## src/rtl/seg7_pkg.sv

```systemverilog
// Shared types and constants for the ADC voltage display: BCD widths,
// conversion FSM states and the active-low 7-segment code table.
package seg7_pkg;

  localparam int BIN_W       = 17;
  localparam int BCD_DIGITS  = 5;
  localparam int BCD_W       = 4 * BCD_DIGITS;
  localparam int DISP_DIGITS = 4;
  localparam int DISP_W      = 4 * DISP_DIGITS;

  localparam logic [7:0] SEG_0     = 8'hC0;
  localparam logic [7:0] SEG_1     = 8'hF9;
  localparam logic [7:0] SEG_2     = 8'hA4;
  localparam logic [7:0] SEG_3     = 8'hB0;
  localparam logic [7:0] SEG_4     = 8'h99;
  localparam logic [7:0] SEG_5     = 8'h92;
  localparam logic [7:0] SEG_6     = 8'h82;
  localparam logic [7:0] SEG_7     = 8'hF8;
  localparam logic [7:0] SEG_8     = 8'h80;
  localparam logic [7:0] SEG_9     = 8'h90;
  localparam logic [7:0] SEG_BLANK = 8'hFF;
  localparam logic [7:0] DP_MASK   = 8'h7F;

  typedef enum logic [1:0] {
    ST_IDLE,
    ST_MUL,
    ST_CONV,
    ST_LOAD
  } state_t;

  function automatic logic [7:0] seg_encode(input logic [3:0] digit);
    case (digit)
      4'd0:    seg_encode = SEG_0;
      4'd1:    seg_encode = SEG_1;
      4'd2:    seg_encode = SEG_2;
      4'd3:    seg_encode = SEG_3;
      4'd4:    seg_encode = SEG_4;
      4'd5:    seg_encode = SEG_5;
      4'd6:    seg_encode = SEG_6;
      4'd7:    seg_encode = SEG_7;
      4'd8:    seg_encode = SEG_8;
      4'd9:    seg_encode = SEG_9;
      default: seg_encode = SEG_BLANK;
    endcase
  endfunction

endpackage

```

## src/rtl/seg7_bin2bcd.sv

```systemverilog
// Sequential double-dabble: one add-3/shift iteration per cycle, BIN_W
// iterations after a start pulse.
module seg7_bin2bcd
  import seg7_pkg::*;
(
  input  logic             clk,
  input  logic             rst,
  input  logic             start,
  input  logic [BIN_W-1:0] bin,
  output logic             done,
  output logic [BCD_W-1:0] bcd
);

  localparam int SR_W  = BCD_W + BIN_W;
  localparam int CNT_W = $clog2(BIN_W + 1);

  logic [SR_W-1:0]  shreg;
  logic [SR_W-1:0]  adjusted;
  logic [CNT_W-1:0] iter;

  always_comb begin
    // NOTE: full default before the conditional updates keeps this purely combinational (no latch).
    adjusted = shreg;
    for (int d = 0; d < BCD_DIGITS; d++) begin
      if (shreg[BIN_W + 4*d +: 4] >= 4'd5)
        adjusted[BIN_W + 4*d +: 4] = shreg[BIN_W + 4*d +: 4] + 4'd3;
    end
  end

  // NOTE: sequential state uses non-blocking assignments so every register samples pre-edge values.
  always_ff @(posedge clk or posedge rst) begin
    if (rst) begin
      shreg <= '0;
      iter  <= '0;
    end else if (start) begin
      shreg <= {{BCD_W{1'b0}}, bin};
      iter  <= CNT_W'(BIN_W);
    end else if (iter != '0) begin
      shreg <= {adjusted[SR_W-2:0], 1'b0};
      iter  <= iter - 1'b1;
    end
  end

  // done marks the cycle whose closing edge performs the final iteration,
  // so bcd is complete from the following cycle on.
  assign done = (iter == CNT_W'(1));
  assign bcd  = shreg[SR_W-1 -: BCD_W];

endmodule

```

## src/rtl/seg7_adc_display.sv

```systemverilog
// ADC sample to X.XXX volts on a 4-digit multiplexed 7-segment display:
// scale, BCD-convert, latch atomically, then scan through the 74HC138.
module seg7_adc_display
  import seg7_pkg::*;
#(
  parameter int CLK_HZ    = 50_000_000,
  parameter int SCAN_HZ   = 1000,
  parameter int SCALE     = 129,
  parameter int BLANK_CYC = 64
) (
  input  logic       clk,
  input  logic       rst,
  input  logic [7:0] sample,
  input  logic       sample_valid,
  output logic [7:0] segdata,
  output logic [2:0] dig_sel,
  output logic       dig_en,
  output logic       busy
);

  localparam int SLOT_CYC = CLK_HZ / SCAN_HZ;
  localparam int TICK_W   = (SLOT_CYC > 1) ? $clog2(SLOT_CYC) : 1;

  state_t            state;
  logic [7:0]        sample_reg;
  logic [7:0]        pend_data;
  logic              pend_valid;
  logic [DISP_W-1:0] disp;
  logic              conv_start;
  logic              conv_done;
  logic [BCD_W-1:0]  conv_bcd;
  logic [BIN_W-1:0]  product;

  assign product    = {{(BIN_W-8){1'b0}}, sample_reg} * BIN_W'(SCALE);
  assign conv_start = (state == ST_MUL);

  seg7_bin2bcd u_bin2bcd (
    .clk   (clk),
    .rst   (rst),
    .start (conv_start),
    .bin   (product),
    .done  (conv_done),
    .bcd   (conv_bcd)
  );

  always_ff @(posedge clk or posedge rst) begin
    if (rst) begin
      state      <= ST_IDLE;
      busy       <= 1'b0;
      sample_reg <= '0;
      pend_valid <= 1'b0;
      pend_data  <= '0;
      disp       <= '0;
    end else begin
      if (sample_valid && (state == ST_MUL || state == ST_CONV)) begin
        pend_valid <= 1'b1;
        pend_data  <= sample;
      end
      case (state)
        ST_IDLE: if (sample_valid) begin
          sample_reg <= sample;
          state      <= ST_MUL;
          busy       <= 1'b1;
        end
        ST_MUL:  state <= ST_CONV;
        ST_CONV: if (conv_done) state <= ST_LOAD;
        ST_LOAD: begin
          // D0 is dropped: the display shows the product divided by ten.
          disp       <= conv_bcd[BCD_W-1:4];
          pend_valid <= 1'b0;
          if (sample_valid) begin
            sample_reg <= sample;
            state      <= ST_MUL;
          end else if (pend_valid) begin
            sample_reg <= pend_data;
            state      <= ST_MUL;
          end else begin
            state <= ST_IDLE;
            busy  <= 1'b0;
          end
        end
        default: state <= ST_IDLE;
      endcase
    end
  end

  logic [TICK_W-1:0] tick, tick_nxt;
  logic [1:0]        idx, idx_nxt;
  logic [3:0]        digit;
  logic [7:0]        seg_nxt;

  // Segments are computed from the post-edge counters so segdata and
  // dig_sel always switch together.
  always_comb begin
    tick_nxt = tick + 1'b1;
    idx_nxt  = idx;
    if (tick == TICK_W'(SLOT_CYC - 1)) begin
      tick_nxt = '0;
      idx_nxt  = idx + 1'b1;
    end
    case (idx_nxt)
      2'd0:    digit = disp[3:0];
      2'd1:    digit = disp[7:4];
      2'd2:    digit = disp[11:8];
      default: digit = disp[15:12];
    endcase
    seg_nxt = seg_encode(digit);
    if (idx_nxt == 2'd3 && seg_nxt != SEG_BLANK)
      seg_nxt = seg_nxt & DP_MASK;
    if (int'(tick_nxt) < BLANK_CYC)
      seg_nxt = SEG_BLANK;
  end

  always_ff @(posedge clk or posedge rst) begin
    if (rst) begin
      tick    <= '0;
      idx     <= '0;
      segdata <= SEG_BLANK;
      dig_en  <= 1'b0;
    end else begin
      tick    <= tick_nxt;
      idx     <= idx_nxt;
      segdata <= seg_nxt;
      dig_en  <= 1'b1;
    end
  end

  assign dig_sel = {1'b0, idx};

endmodule

```

## config.mk

```make
export PLATFORM = sky130hd
export DESIGN_NAME = seg7_adc_display
export DESIGN_NICKNAME = d
export VERILOG_FILES = /design/src/rtl/seg7_pkg.sv /design/src/rtl/seg7_bin2bcd.sv /design/src/rtl/seg7_adc_display.sv
export SDC_FILE = /design/constraint.sdc
export NUM_CORES = 1
export LEC_CHECK = 0
export ABC_AREA = 1
export CAP_MARGIN = 0
export CORE_MARGIN = 2
export CORE_UTILIZATION = 40
export DETAILED_ROUTE_END_ITERATION = 6
export PLACE_DENSITY = 0.64
export SYNTH_ARGS = -nofsm -noshare
export SYNTH_HDL_FRONTEND = slang
export SYNTH_SLANG_ARGS = --single-unit
```

## constraint.sdc

```tcl
create_clock -name clk -period 4.83 [get_ports clk]
set_clock_uncertainty 0.2 [all_clocks]
set_input_delay 0.966 -clock clk [delete_from_list [all_inputs] [get_ports clk]]
set_output_delay 0.966 -clock clk [all_outputs]
set_load 0.005 [all_outputs]
```

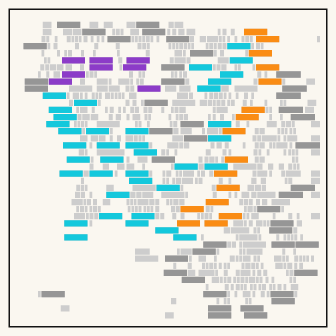
(run_1/ff_map.png)
Other sequential cells in the stronger grey, the rest of the logic in the fainter grey.
Orange marks `disp`, placed flops 16. Purple marks `sample_reg`, placed flops 8. Cyan marks `u_bin2bcd.shreg`, placed flops 37.
Another 44 sequential cells are not coloured.
Seq/total area: 42.5%
Util after Layout: 46.5%
P_seq: 1.34 mW
Flop area: 2640 µm²

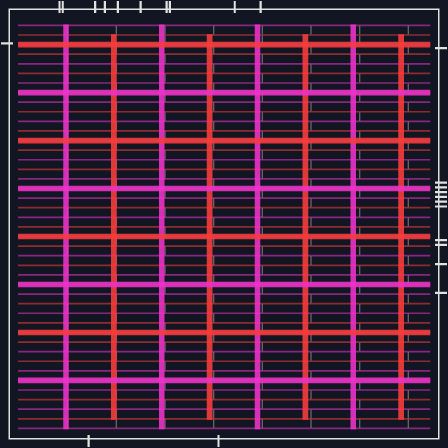
(run_1/floorplan.png)
Pins as bars on the die edge. Tap cells in grey.
Red marks VDD. Magenta marks VSS.
24 signal pins sit on the boundary. The core has 42 rows. 8 straps on met4. 176 tap cells.

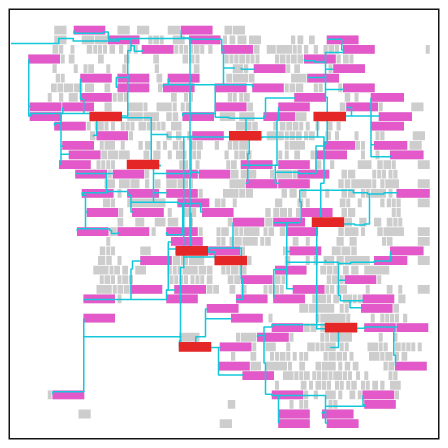
(run_1/clock_wires.png)
Magenta marks flip-flops, count 105. Red marks clock-net drivers, count 9. Cyan marks clock wires, length 1430 µm.
There are 10 routed clock nets.
clock network power: 772 µW
Skew-Pair Late Insertion Delay: 360 ps
Clock Power Share: 22.9%

==> GITHUB_STEP_SUMMARY, run 1 <==
### Flow metrics

| Metric | Value |
|---|---|
| Status | finished, final reports clean |
| Hold path startpoint | tick[0] |
| Vias in the first global route | 4180 |
| Post-layout total power | 3.37 mW |
| Worst slew pin tran | 852 ps |
| CP endpoint | u_bin2bcd.shreg[19] |
| DPL Wire Length | 7.91 mm |
| Fmax | 337 MHz |
| Drt total wl | 11.1 mm |
| Grt total ovfl | 0 |
| Top-level I/O count | 24 |
| Critical Path AT | 2970 ps |
| Floorplan utilization | 41.3% |
| Net count after synthesis | 694 |
| Largest net degree at the start of global routing | 71 |
| Pins Over Slew Limit | 0 |
| GP Congestion | 0.834 |
| Syn Std Cell Area | 5510 µm² |
| Tally of yosys warning messages | 0 |
| Pleak | 3.02 nW |
| Die Height | 121 µm |
| Crit path buf inv count | 3 |
| CP Data Required Time | 4830 ps |
| Cell Pwr Density | 543 nW/µm² |
| Yosys cell count | 660 |
| Reg clk slew, reported paths | 70 ps |
| Largest registers | u_bin2bcd.shreg (37), disp (16), tick (16) |
| Initial DRC count | 392 |
| Commonest Layout Cell | nand2_1 |
| Delay-heaviest family, CP | buffers and inverters |
| Unique masters post-synth | 41 |
| Async SR Flop Fraction | 100% |
| Total global routing track utilization | 16.2% |
| Finished Layout Cells | 858 |
| Inst Count DP | 842 |
| Unrepaired setup endpoints after global routing | no |
| Stages on worst setup path | 7 |
| Layout net count | 711 |
| Slew headroom | 43.2% |
| Main flop type | dfrtp_1 |
| Commonest non-fill, non-tap cells in the layout | nand2_1, dfrtp_1, inv_1 |
| Max reg flops | 37 |
| Crit Path Class | reg -> reg |
| Hold_ws | 259 ps |
| Reg-to-Reg Start | state[1] |
| Most frequent cells after synthesis | nand2_1, dfrtp_1, inv_1, o21ai_0, nor2_1 |
| Post-DR vias/cell | 5.07 |
| PostCTS Resize Cnt | 0 |
| Worst Reg-to-Reg Cells | 7 |
| Main area contributors | dfrtp_1, nand2_1, inv_1 |
| First-pass GRT wire length | 19.1 mm |
| OpenROAD warnings | 36 |
| CP Max Fanout | 20 |
| Register area share after synthesis | 47.9% |
| Clock sink count | 105 |
| TritonRoute pass-1 iters | 5 |
| CP endpoint kind | flip-flop |
| R2R Setup Slk | 1860 ps |
| Mean Syn Cell Area | 8.34 µm² |
| Area leader, netlist | dfrtp_1 |
| Root Driver | clkbuf_16 |
| Core ar. | 13300 µm² |
| Cell mode on critical path | inv_1 |
| CTS Buf Count | 9 |
| Chip area | 14700 µm² |
| Vias | 4350 |
| Post-CTS setup buffers | 0 |
| Worst Hold Class | reg -> reg |
| Area grow syn2layout | 12.7% |
| Max-cap violations | 0 |
| Final Setup Violations | 0 |
run 1: stage by stage:
step	instance area, µm²	setup slack (ps)	utilization [%]
6_report	6200	1860	46.5
5_1_grt	6200	1640	46.5
4_1_cts	6200	1870	46.5
3_5_place_dp	5890	1730	44.1
3_3_place_gp	5890	1860	44.1
2_1_floorplan	5510	917	-
run 1: cells by family (layout without fill, tap and decap cells):
logic type | count (synthesis) | in the layout | share of synthesized area (%)
other | 2 | 2 | 0.136
adders and majority gates | 23 | 23 | 5.23
buffers and inverters | 122 | 144 | 8.48
AOI/OAI and AO/OA | 119 | 119 | 12.8
and+or+nand+nor | 278 | 278 | 23.7
xor gates and xnor gates | 11 | 11 | 1.75
DFF | 105 | 105 | 47.9
run 1: how the worst min path moves through the flow:
stage,endpoint,slack [ps],depth (start not counted)
finish,tick[0],260,1
detailed placement,tick[0],250,1
global placement,tick[0],240,1
global route,tick[0],310,1
CTS,tick[0],260,1
floorplan,tick[0],230,1
run 1: cell type report:
cell class | count | area, µm²
inverter | 104 | 395
tap | 176 | 220
fill | 1297 | 7140
sequential | 105 | 2640
clock buffer | 9 | 225
clock inverter | 7 | 88.8
multi-input combinational | 433 | 2400
timing repair buffer | 24 | 235
run 1: layer usage:
| metal | vias to the layer above | wire (µm) | track usage [%] |
|---|---|---|---|
| met4 | 0 | 202 | 6.32 |
| met5 | - | 0 | 0 |
| li1 | 2183 | - | - |
| met3 | 12 | 332 | 3.38 |
| met1 | 2081 | 4990 | 20.1 |
| met2 | 74 | 5530 | 27.6 |
run 1: where the power goes:
| group | internal (mW) | switching [mW] | leakage (nW) |
|---|---|---|---|
| Sequential | 1.18 | 0.165 | 1.31 |
| Clock | 0.413 | 0.359 | 0.155 |
| Combinational | 0.445 | 0.811 | 1.56 |
==> inputs of run 2 (changes only) <==
==> constraint.sdc (replaced) <==
create_clock -name clk -period 2.92 [get_ports clk]
set_clock_uncertainty 0.2 [all_clocks]
set_input_delay 0.584 -clock clk [delete_from_list [all_inputs] [get_ports clk]]
set_output_delay 0.584 -clock clk [all_outputs]
set_load 0.005 [all_outputs]
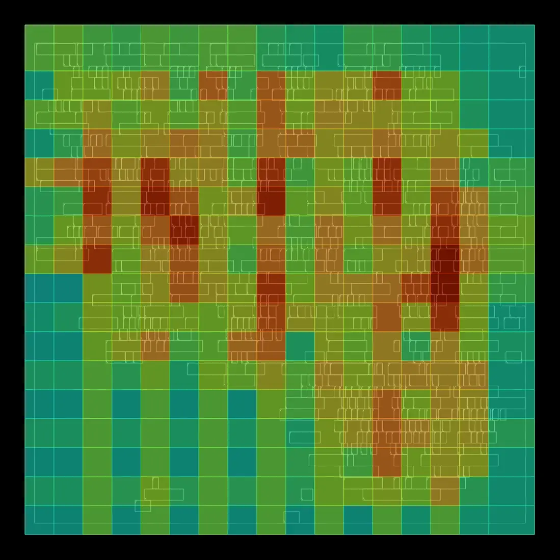
(run_2/congestion_map.png)
GRT met2 Usage: 27.6%
Util after Layout: 46.6%
gr busiest metal: met2
met3 usage: 3.67%
average wire per standard cell: 12.5 µm

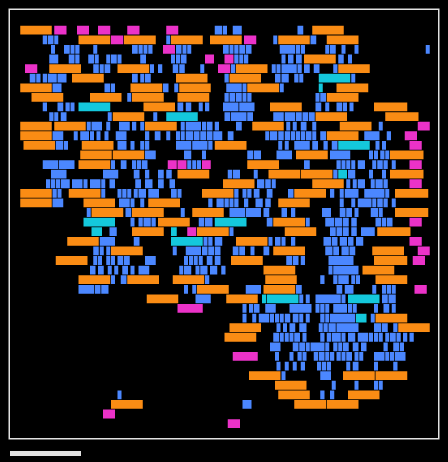
(run_2/class_map.png)
The bar under the picture is 20 µm long.
Cyan marks clock drivers and dummy loads, cells 15, share of their area 4.4%. Blue marks remaining logic cells, cells 537, share of their area 47%. Orange marks registers, cells 105, share of their area 44%. Magenta marks remaining buffers and delay cells, cells 30, share of their area 5.1%.

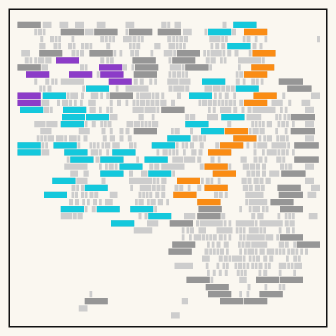
(run_2/ff_map.png)
Other sequential cells in the stronger grey, the rest of the logic in the fainter grey.
Cyan marks `u_bin2bcd.shreg`, placed flops 37. Purple marks `sample_reg`, placed flops 8, where top left. Orange marks `disp`, placed flops 16.
Another 44 sequential cells are not coloured.

==> run 2 against run 1 <==
  * Final cell count increased by 0.58%
  * Largest cell class unchanged
  * Sequential share of layout area decreased by 0.14 points
  * Critical path type unchanged
  * Utilization increased by 0.15 points
==> GITHUB_STEP_SUMMARY, run 2 <==
### Flow metrics

| Metric | Value |
|---|---|
| Post-DR vias/cell | 5.05 (was 5.07) |
| First-pass GRT wire length | 19.2 mm (was 19.1 mm) |
| Reg clk slew, reported paths | 70 ps (about the same) |
| Yosys top cell by instances | nand2_1 (unchanged) |
| Die W | 121 µm (unchanged) |
| Worst slew pin tran | 697 ps (was 852 ps) |
| Clk buf depth | 2 (unchanged) |
| GP Congestion | 0.883 (was 0.834) |
| Layout net count | 717 (was 711) |
| Fmax | 395 MHz (was 337 MHz) |
| Main flop type | dfrtp_1 (unchanged) |
| Remaining DRCs | 0 (unchanged) |
| Yosys cell count | 660 (unchanged) |
| Clock sink count | 105 (unchanged) |
| Unrepaired setup endpoints after global routing | no (unchanged) |
| DP Worst Slack | 428 ps (was 1730 ps) |
| Total global routing track utilization | 16.1% (was 16.2%) |
| Post-route design area | 6220 µm² (was 6200 µm²) |
| Drt total wl | 10.8 mm (was 11.1 mm) |
| Core ar. | 13300 µm² (unchanged) |
| Floorplan utilization | 41.3% (unchanged) |
| Crit path from | tick[0] (was state[1]) |
| Worst IR Drop VDD | 0.000411 V (was 0.000285 V) |
| Placed Area | 5960 µm² (was 5890 µm²) |
| Status | finished, final reports clean (unchanged) |
| Routed Antenna Nets | 0 (unchanged) |
| Critical Path AT | 2620 ps (was 2970 ps) |
| Vias in the first global route | 4209 (was 4180) |
| Root Driver | clkbuf_16 (unchanged) |
| Syn Std Cell Area | 5510 µm² (unchanged) |
| Unique masters post-synth | 41 (unchanged) |
| Max-cap violations | 0 (unchanged) |
| CP Data Required Time | 3010 ps (was 4830 ps) |
| DPL Wire Length | 7.99 mm (was 7.91 mm) |
| Gate Area | 2400 µm² (unchanged) |
| Largest net degree at the start of global routing | 52 (was 71) |
| OpenROAD warnings | 36 (unchanged) |
| Skew-Pair Late Insertion Delay | 350 ps (was 360 ps) |
| Pleak | 3.03 nW (was 3.02 nW) |
| Min Tclk post-route | 2530 ps (was 2970 ps) |
| CTS tree | done (unchanged) |
| Pins Over Slew Limit | 0 (unchanged) |
| R2R Setup Slk | 390 ps (was 1860 ps) |
| Max reg flops | 37 (unchanged) |
| Cells after Synth | 660 (unchanged) |
| Post-layout total power | 5.45 mW (was 3.37 mW) |
| Chip area | 14700 µm² (unchanged) |
| # fillers | 1298 (was 1297) |
| Mean Syn Cell Area | 8.34 µm² (unchanged) |
| CP startpoint kind | flip-flop (unchanged) |
| Inst Count DP | 848 (was 842) |
| Final Setup Violations | 0 (unchanged) |
| PostCTS Resize Cnt | 0 (unchanged) |
| Post-synth EDFFs | 0 (unchanged) |
| Register area share after synthesis | 47.9% (unchanged) |
| Reg-to-Reg Start | tick[0] (was state[1]) |
| Cell Pwr Density | 876 nW/µm² (was 543 nW/µm²) |
| Async SR Flop Fraction | 100% (unchanged) |
| TritonRoute pass-1 iters | 5 (unchanged) |
| Flop area | 2640 µm² (unchanged) |
| Crit Path Class | reg -> reg (unchanged) |
| Total negative slack | 0 ps (unchanged) |
| Hold_ws | 269 ps (was 259 ps) |
| Commonest non-fill, non-tap cells in the layout | nand2_1, dfrtp_1, inv_1 (unchanged) |
| CTS Buf Count | 9 (unchanged) |
| Slew headroom | 53.5% (was 43.2%) |
| Finished Layout Cells | 863 (was 858) |
| Setup WS post-layout | 387 ps (was 1860 ps) |
| Final period util | 86.7% (was 61.5%) |
| Commonest Layout Cell | nand2_1 (unchanged) |
| Area leader, netlist | dfrtp_1 (unchanged) |
| Tally of yosys warning messages | 0 (unchanged) |
| CP endpoint kind | flip-flop (unchanged) |
| Die Height | 121 µm (unchanged) |
| Initial antenna violation count | 0 (unchanged) |
| Post-CTS setup buffers | 0 (unchanged) |
| H-Tree Depth | 3 (unchanged) |
| Proportion of layout cells with a drive suffix above 1 | 9.17% (was 8.80%) |
| Area grow syn2layout | 13.0% (was 12.7%) |
| Hold path startpoint | tick[0] (unchanged) |
| Worst Hold Class | reg -> reg (unchanged) |
| Vias | 4355 (was 4350) |
| Net count after synthesis | 694 (unchanged) |
| CP Max Fanout | 10 (was 20) |
| Largest registers | u_bin2bcd.shreg (37), disp (16), tick (16) (unchanged) |
| Main area contributors | dfrtp_1, nand2_1, inv_1 (unchanged) |
| Grt total ovfl | 0 (unchanged) |
| Top-level I/O count | 24 (unchanged) |
| Initial DRC count | 297 (was 392) |
| Most frequent cells after synthesis | nand2_1, dfrtp_1, inv_1, o21ai_0, nor2_1 (unchanged) |
run 2: worst max-delay path, stage by stage (launching register included):
cell and delay [ps]:
dfrtp_1 370, ha_1 310, nand3_4 150, nor2_8 170, nand2_4 110, nand2_8 100
nand2_8 80, nor2_2 160, nand2_1 90, nand2_2 140, inv_1 80, ha_1 290
nand2_1 80, nand3_1 80, nand2_1 70
run 2: area by class of cell:
cell class	instances	area share, %
flip-flops and latches	105	42.4
clock buffers	11	3.74
repair buffers	30	4.90
inverters	104	6.37
well taps	176	3.54
multi-input cells	433	38.6
clock inverters	4	0.482
run 2: cells by family (layout without fill, tap and decap cells):
logic type,after synthesis,after routing,synth area share [%]
adders and majority gates,23,23,5.23
buffers and inverters,122,149,8.48
AOI/OAI and AO/OA,119,119,12.8
and+or+nand+nor,278,278,23.7
other,2,2,0.136
xor gates and xnor gates,11,11,1.75
DFF,105,105,47.9
run 2: layer usage:
layer | wire length (µm) | part of all wire (%) | vias to the layer above | track usage, %
met5 | 0 | 0 | - | 0
met4 | 185 | 1.7 | 0 | 5.89
met3 | 407 | 3.8 | 11 | 3.67
met2 | 5320 | 49 | 72 | 27.6
met1 | 4910 | 45 | 2085 | 19.9
li1 | - | - | 2187 | -
run 2: report_power, final:
group          internal (mW)  switching (mW)  total [mW]
combinational          0.786            1.34        2.13
clock                  0.577           0.520        1.10
sequential              1.95           0.282        2.23
run 2: final timing paths:
| path | cells after the start | end |
|---|---|---|
| max in group asynchronous | 3 | u_bin2bcd.shreg[4] |
| hold reg to reg | 1 | tick[0] |
| hold / removal | 1 | tick[0] |
| min in group asynchronous | 2 | dig_en |
| setup / recovery | 14 | segdata[3] |
| setup reg to reg | 14 | segdata[3] |
==> inputs of run 3 (changes only) <==
--- a/config.mk
+++ b/config.mk
@@ -8,9 +8,10 @@
 export ABC_AREA = 1
 export CAP_MARGIN = 0
 export CORE_MARGIN = 2
-export CORE_UTILIZATION = 40
+export CORE_UTILIZATION = 55
 export DETAILED_ROUTE_END_ITERATION = 6
-export PLACE_DENSITY = 0.64
+export DONT_BUFFER_PORTS = 1
+export PLACE_DENSITY = 0.7
 export SYNTH_ARGS = -nofsm -noshare
 export SYNTH_HDL_FRONTEND = slang
 export SYNTH_SLANG_ARGS = --single-unit
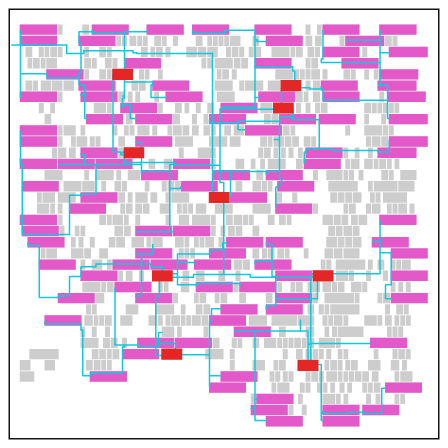
(run_3/clock_wires.png)
Skew-Pair Late Insertion Delay: 380 ps
Clock Power Share: 16.3%
clock network power: 843 µW

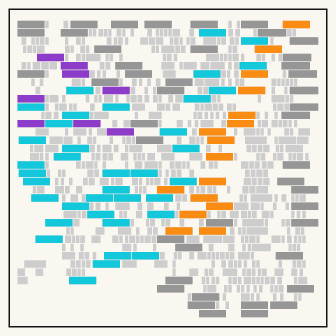
(run_3/ff_map.png)
Other sequential cells in the stronger grey, the rest of the logic in the fainter grey.
Orange marks `disp`, placed flops 16. Purple marks `sample_reg`, placed flops 8, where top left. Cyan marks `u_bin2bcd.shreg`, placed flops 37.

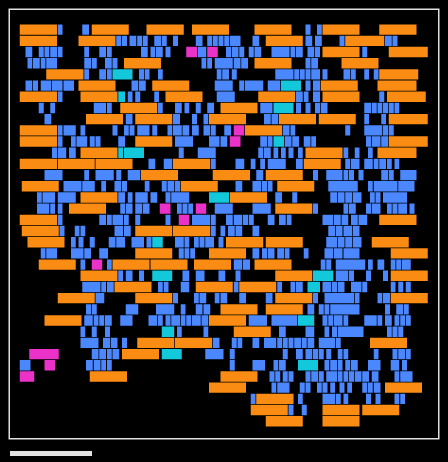
(run_3/class_map.png)
The bar under the picture is 20 µm long.
Orange marks registers, cells 105, share of their area 46%. Cyan marks clock drivers and dummy loads, cells 16, share of their area 3.1%. Magenta marks remaining buffers and delay cells, cells 11, share of their area 1.7%. Blue marks remaining logic cells, cells 537, share of their area 49%.

==> run 3 against run 2 <==
  * Register-to-register slack gained 40 ps
  * Critical path depth is the same
  * Final cell count shrank 7.1%
  * Combinational power is essentially flat
  * Largest cell class unchanged
  * Critical path type unchanged
==> GITHUB_STEP_SUMMARY, run 3 <==
### Flow metrics

| Metric | Value |
|---|---|
| Cell Pwr Density | 882 nW/µm² (was 876 nW/µm²) |
| Post-synth EDFFs | 0 (unchanged) |
| CP Data Required Time | 3050 ps (was 3010 ps) |
| Largest registers | u_bin2bcd.shreg (37), disp (16), tick (16) (unchanged) |
| Worst stage delay on the critical path | 380 ps (was 370 ps) |
| Area grow syn2layout | 6.73% (was 13.0%) |
| Tally of yosys warning messages | 0 (unchanged) |
| Internal | 3.03 mW (was 3.31 mW) |
| Worst IR Drop VDD | 0.000474 V (was 0.000411 V) |
| Root Driver | clkbuf_8 (was clkbuf_16) |
| Die W | 104 µm (was 121 µm) |
| CP Max Fanout | 10 (unchanged) |
| Crit-path cells | ha_1, nand3_4, nor2_8, nand2_4, nand2_8, nand2_8, nor2_2, nand2_1, nand2_2, inv_1, ha_1, nand2_1, nand3_1, nand2_1 (unchanged) |
| Sw frac | 41.5% (was 39.3%) |
| Worst Hold Class | in -> reg (was reg -> reg) |
| Final Setup Violations | 0 (unchanged) |
| Die Height | 104 µm (was 121 µm) |
| Delay-heaviest family, CP | simple AND/OR/NAND/NOR gates (unchanged) |
| Crit path buf inv count | 1 (unchanged) |
| Total negative slack | 0 ps (unchanged) |
| Slew headroom | 55.6% (was 53.5%) |
| Pleak | 2.91 nW (was 3.03 nW) |
| Proportion of layout cells with a drive suffix above 1 | 10.0% (was 9.17%) |
| Floorplan utilization | 56.6% (was 41.3%) |
| Drt total wl | 10.8 mm (about the same) |
| CP endpoint kind | flip-flop (unchanged) |
| Reg clk slew, reported paths | 110 ps (was 70 ps) |
| R2R Setup Slk | 430 ps (was 390 ps) |
| Yosys top cell by instances | nand2_1 (unchanged) |
| Clk buf depth | 2 (unchanged) |
| Initial antenna violation count | 0 (unchanged) |
| Core ar. | 9730 µm² (was 13300 µm²) |
| Combinational share of power | 40.8% (was 39.0%) |
| DP Worst Slack | 420 ps (was 428 ps) |
| Top-level I/O count | 24 (unchanged) |
| Min Tclk post-route | 2490 ps (was 2530 ps) |
| Clock sink count | 105 (unchanged) |
| Area leader, netlist | dfrtp_1 (unchanged) |
| PostCTS Resize Cnt | 0 (unchanged) |
| Commonest Layout Cell | nand2_1 (unchanged) |
| Main area contributors | dfrtp_1, nand2_1, inv_1 (unchanged) |
| Net Sw Power | 2.15 mW (was 2.14 mW) |
| Post-route design area | 5880 µm² (was 6220 µm²) |
| Main flop type | dfrtp_1 (unchanged) |
| Average wire per standard cell | 13.4 µm (was 12.5 µm) |
| Hold_ws | 164 ps (was 269 ps) |
| Mean Syn Cell Area | 8.34 µm² (unchanged) |
| DPL Wire Length | 7.78 mm (was 7.99 mm) |
| Final period util | 85.3% (was 86.7%) |
| Critical Path AT | 2620 ps (about the same) |
| CP startpoint kind | flip-flop (unchanged) |
| Status | finished, final reports clean (unchanged) |
| Register area share after synthesis | 47.9% (unchanged) |
| Unrepaired setup endpoints after global routing | no (unchanged) |
| Post-DR vias/cell | 5.40 (was 5.05) |
| GP Congestion | 0.876 (was 0.883) |
| TritonRoute pass-1 iters | 7 (was 5) |
| Worst slew pin tran | 666 ps (was 697 ps) |
| Cells after Synth | 660 (unchanged) |
| CTS Buf Count | 9 (unchanged) |
| Slowest CP cell | dfrtp_1 (unchanged) |
| Util after Layout | 60.4% (was 46.6%) |
| Yosys cell count | 660 (unchanged) |
| Fmax | 402 MHz (was 395 MHz) |
| Net count after synthesis | 694 (unchanged) |
==> run 3: worst paths after layout <==
check | startpoint | end | cells past startpoint
min reg2reg | tick[0] | tick[0] | 1
max reg2reg | tick[0] | segdata[3] | 14
min in group asynchronous | rst | u_bin2bcd.shreg[17] | 3
max | tick[0] | segdata[3] | 14
max in group asynchronous | rst | segdata[0] | 3
min | sample[5] | pend_data[5] | 2
==> run 3: per-layer routing <==
metal	wire length, µm	GRT usage [%]	up-vias	part of all wire, %
met5	0	0	-	0
met1	4830	27.0	2073	45
met4	226	8.69	0	2.1
met2	5300	35.4	102	49
li1	-	-	2138	-
met3	394	3.45	20	3.7
==> run 3: final cells by class <==
cell class / instances / area [µm²]
repair buffers: 11 / 97.6
clock buffers: 10 / 128
clock inverters: 6 / 48.8
inverters: 104 / 397
fillers: 907 / 3850
well taps: 133 / 166
multi-input cells: 433 / 2400
flip-flops and latches: 105 / 2640
==> run 3: metrics by stage <==
stage,total power [mW],cells
floorplan,3.82,660
global placement,4.25,785
detailed placement,4.37,785
CTS,5.22,802
global route,5.69,802
finish,5.19,802
==> run 3: power groups by stage <==
| stage | registers [mW] | logic, mW | clock network, mW |
|---|---|---|---|
| floorplan | 2.17 | 1.65 | 0 |
| global placement | 2.24 | 2.01 | 0 |
| detailed placement | 2.25 | 2.12 | 0 |
| CTS | 2.23 | 2.13 | 0.868 |
| global route | 2.29 | 2.46 | 0.937 |
| finish | 2.23 | 2.12 | 0.843 |
==> run 3: kinds of logic after synthesis <==
family,share of synthesized area (%)
AOI/OAI and AO/OA,12.8
xor gates and xnor gates,1.75
adders and majority gates,5.23
buffers and inverters,8.48
DFF,47.9
other,0.136
and+or+nand+nor,23.7
No activity file was given, so power comes from the tool's default toggle rates.
